[config.mk]
export PLATFORM = sky130hd
export DESIGN_NAME = mem_port_arbiter
export DESIGN_NICKNAME = d
export VERILOG_FILES = /design/src/rtl/mem_port_arbiter.sv
export SDC_FILE = /design/constraint.sdc
export NUM_CORES = 1
export LEC_CHECK = 0
export CAP_MARGIN = 20
export CORE_ASPECT_RATIO = 0.6
export CORE_MARGIN = 2
export CORE_UTILIZATION = 44
export CTS_CLUSTER_DIAMETER = 30
export DETAILED_ROUTE_END_ITERATION = 10
export HOLD_SLACK_MARGIN = 0.03
export PLACE_DENSITY = 0.86
export SETUP_SLACK_MARGIN = 0.2
export SLEW_MARGIN = 5
export SYNTH_ARGS = -nofsm -noshare
export SYNTH_HDL_FRONTEND = slang
export SYNTH_SLANG_ARGS = --single-unit
[constraint.sdc]
create_clock -name clk -period 4.5 [get_ports clk]
set_input_delay 1.35 -clock clk [delete_from_list [all_inputs] [get_ports clk]]
set_output_delay 1.35 -clock clk [all_outputs]
set_load 0.1 [all_outputs]
[src/rtl/mem_port_arbiter.sv]
// mem_port_arbiter: shares one byte-wide synchronous memory between fetch and load/store ports,
// sequencing each 32-bit little-endian word request as four byte accesses.
module mem_port_arbiter #(
    parameter int ADDR_W   = 16,
    parameter bit PRIORITY = 1'b0
) (
    input  logic              clk,
    input  logic              rst,
    input  logic              if_req,
    input  logic [31:0]       if_addr,
    output logic              if_done,
    output logic [31:0]       if_rdata,
    input  logic              dm_req,
    input  logic              dm_we,
    input  logic [31:0]       dm_addr,
    input  logic [31:0]       dm_wdata,
    output logic              dm_done,
    output logic [31:0]       dm_rdata,
    output logic              busy,
    output logic              gnt_dm,
    output logic [ADDR_W-1:0] mem_addr,
    output logic              mem_we,
    output logic [7:0]        mem_wdata,
    input  logic [7:0]        mem_rdata
);
    typedef enum logic [1:0] {IDLE, XFER, FIN, DONE} state_t;
    state_t state, state_n;
    logic [1:0] cnt;
    logic owner, we, req, pick_dm, unused_addr;
    logic [ADDR_W-1:0] base;
    logic [31:0] wdata, rdata;
    assign req = if_req | dm_req;
    // owner doubles as the round-robin pointer: a tie goes to dm only if fetch was served last
    assign pick_dm = dm_req & (~if_req | ~PRIORITY | ~owner);
    assign unused_addr = ^{if_addr[31:ADDR_W], dm_addr[31:ADDR_W]};
    always_ff @(posedge clk) begin
        if (rst) begin
            state <= IDLE;
            cnt   <= 2'd0;
            owner <= 1'b0;
            we    <= 1'b0;
            base  <= '0;
            wdata <= 32'h0;
            rdata <= 32'h0;
        end else begin
            state <= state_n;
            if (state == IDLE && req) begin
                owner <= pick_dm;
                we    <= pick_dm & dm_we;
                base  <= pick_dm ? dm_addr[ADDR_W-1:0] : if_addr[ADDR_W-1:0];
                wdata <= dm_wdata;
                cnt   <= 2'd0;
            end
            if (state == XFER)
                cnt <= cnt + 2'd1;
            // read bytes arrive one cycle after their address, so byte k lands during cnt k+1 or FIN
            if (state == XFER && !we && cnt != 2'd0)
                rdata[{cnt - 2'd1, 3'b000} +: 8] <= mem_rdata;
            if (state == FIN)
                rdata[31:24] <= mem_rdata;
        end
    end
    always_comb
        state_n = state == IDLE ? (req ? XFER : IDLE)
                : state == XFER ? (cnt != 2'd3 ? XFER : we ? DONE : FIN)
                : state == FIN  ? DONE : IDLE;
    always_comb begin
        busy      = state != IDLE;
        gnt_dm    = owner;
        if_done   = state == DONE && !owner;
        dm_done   = state == DONE && owner;
        mem_addr  = base + ADDR_W'(cnt);
        mem_we    = state == XFER && we;
        mem_wdata = mem_we ? wdata[{cnt, 3'b000} +: 8] : 8'h00;
        if_rdata  = rdata;
        dm_rdata  = rdata;
    end
endmodule

==> results.yml <==
# physical design summary
final_timing:
  worstMarginPinSlew_ns: 1.01
  fmax_mhz: 253
  slew_viol_final: 0
setup_path:
  cp_top_family: "simple AND/OR/NAND/NOR gates"
  max_stage_delay_ns: 0.53
  rr_worst_depth: 7
  endpoint_kind: "output port"
floorplanning:
  fp_util_pct: 45.7
run_status:
  status: "complete, no violations"
layout:
  lay_top_count: "clkdlybuf4s50_1"
  clock_buffer_count: 10
  fin_area_um2: 6080
  dominant-cell-class: "multi-input combinational cells"
  bufAreaShareNonClock_pct: 29.5
  final_cell_mix: "143 x clkdlybuf4s50_1, 117 x nand2_1, 86 x dfxtp_1, 68 x a21oi_1, 29 x nand3_1"
power_and_ir_drop:
  swShare_pct: 30.9
  internal-power_mw: 1.42
  p_seq_mw: 0.837
synth:
  synthAoiAreaFrac_pct: 13.2
  seq_area_frac_synth_pct: 40.7
clock_network:
  cts_sinks: 86
global_route:
  use_met3_pct: 6.17
  use_met1_pct: 29.3
  antenna_found_initial: 0
placed_design:
  dp_slack_ns: 0.857
route:
  top_layer: "met4"
## registers in the layout (all words and copies together), names as in the netlist
signal,cells
cnt,2
gnt_dm,1
wdata,32
base,16
state,2
we,1
dm_rdata,32
## how the worst min path moves through the flow
stage | start | end | slack [ns] | cells after the start
after floorplan | wdata[10] | wdata[10] | 0.43 | 2
after global placement | wdata[23] | wdata[23] | 0.44 | 2
after detailed placement | wdata[19] | wdata[19] | 0.44 | 2
after CTS | wdata[19] | wdata[19] | 0.45 | 2
after global routing | wdata[18] | wdata[18] | 0.47 | 2
final | wdata[19] | wdata[19] | 0.45 | 2
## Yosys cell counts
cell type,count,share of area (%)
o21ai_2,1,0.21
dfxtp_1,86,41
and2_1,3,0.44
a21oi_1,68,8.0
buf_4,40,7.1
a211oi_2,9,2.7
inv_1,9,0.80
fa_1,1,0.47
nor2_1,21,1.9
nand2b_1,3,0.44
xor2_1,3,0.62
nor3_1,1,0.12
and3_1,11,1.6
buf_2,4,0.47
a31oi_1,1,0.15
buf_8,1,0.35
a22oi_1,1,0.18
nor3_2,1,0.24
o21a_4,1,0.35
nor2_2,3,0.44
mux2i_1,16,3.8
mux4_2,5,2.7
nor4_2,2,0.59
ha_1,7,2.1
nand2_1,117,10
clkbuf_1,16,1.4
a211oi_1,7,1.2
mux4_1,3,1.9
or3_1,1,0.15
buf_6,2,0.53
nor3b_2,1,0.30
nor2b_1,2,0.30
o21ai_0,1,0.12
nand4_1,3,0.44
a32oi_1,1,0.21
nand3_1,29,3.4
buf_12,1,0.47
nor4b_4,1,0.56
xnor2_1,11,2.3
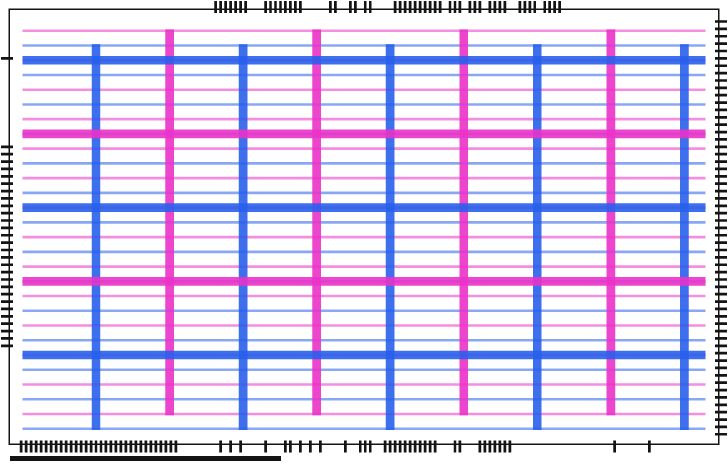
(supply network)
Scale bar: 50 um. Pins as bars on the die edge.
Key: blue = VSS; magenta = VDD
5 straps on met5. 28 met1 rails follow the rows. 202 signal pins sit on the boundary. The core has 27 rows. 9 straps on met4.

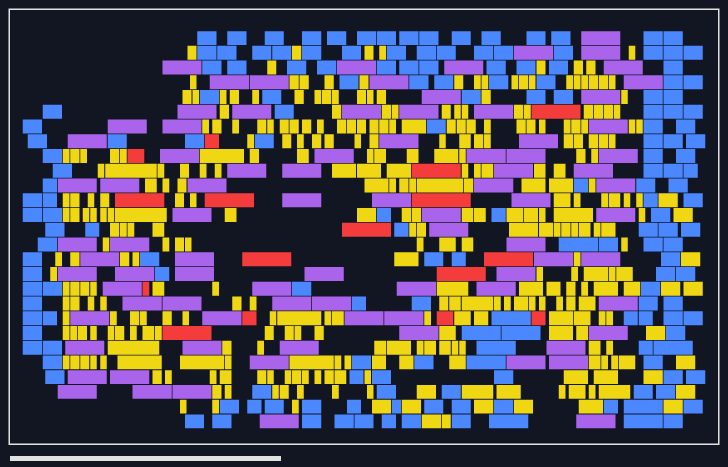
(cells colored by class)
Scale bar: 50 um.
Key: purple = registers [cells 86, share of their area 29%]; red = clock drivers and dummy loads [cells 16, share of their area 5.1%]; yellow = remaining logic cells [cells 344, share of their area 36%]; blue = remaining buffers and delay cells [cells 175, share of their area 30%]
final core utilization: 65.7%
# rows: 27
Seq/total area: 28.3%

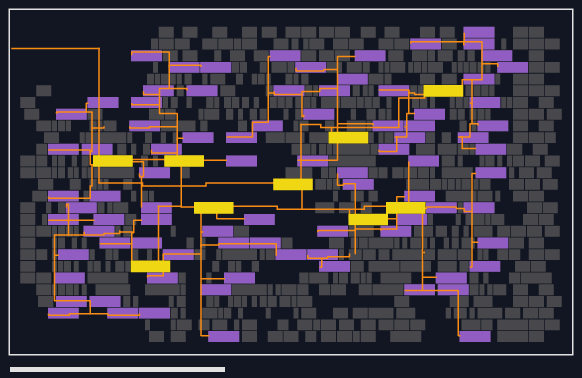
(clock distribution)
Scale bar: 50 um.
Key: purple = flip-flops [count 86]; orange = clock wires [length 1020 um]; yellow = clock-net drivers [count 9]
Position of the flops: spread over the die. There are 10 routed clock nets.
Worst Clk Skew: 0.00660 ns
Late-Pin Clk Latency: 0.33 ns
Clock power frac: 36.1%

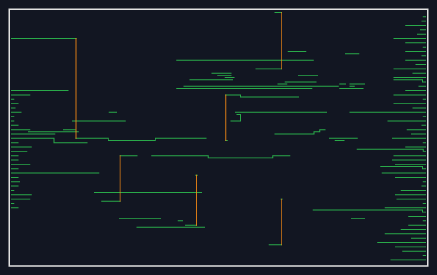
(metal layers overlaid)
Only two layers are drawn.
Key: orange = M4 [wire length 107 um]; green = M3 [wire length 1110 um]
wirelength, routed: 11400 um
Via Count: 3824
GRT Util Overall: 22.1%

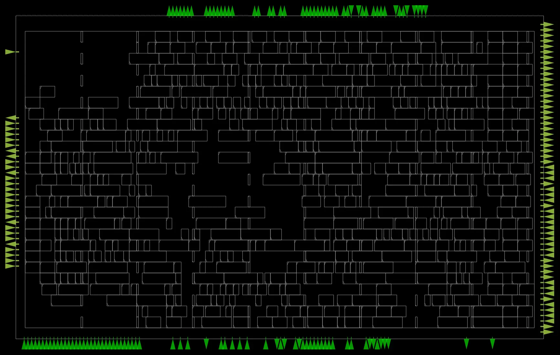
(cell outlines without signal wires)
FILL cells: 749
Final Non-Filler Cells: 751
num tapcells: 130
seq_cells: 86

No activity file was given, so power comes from the tool's default toggle rates.
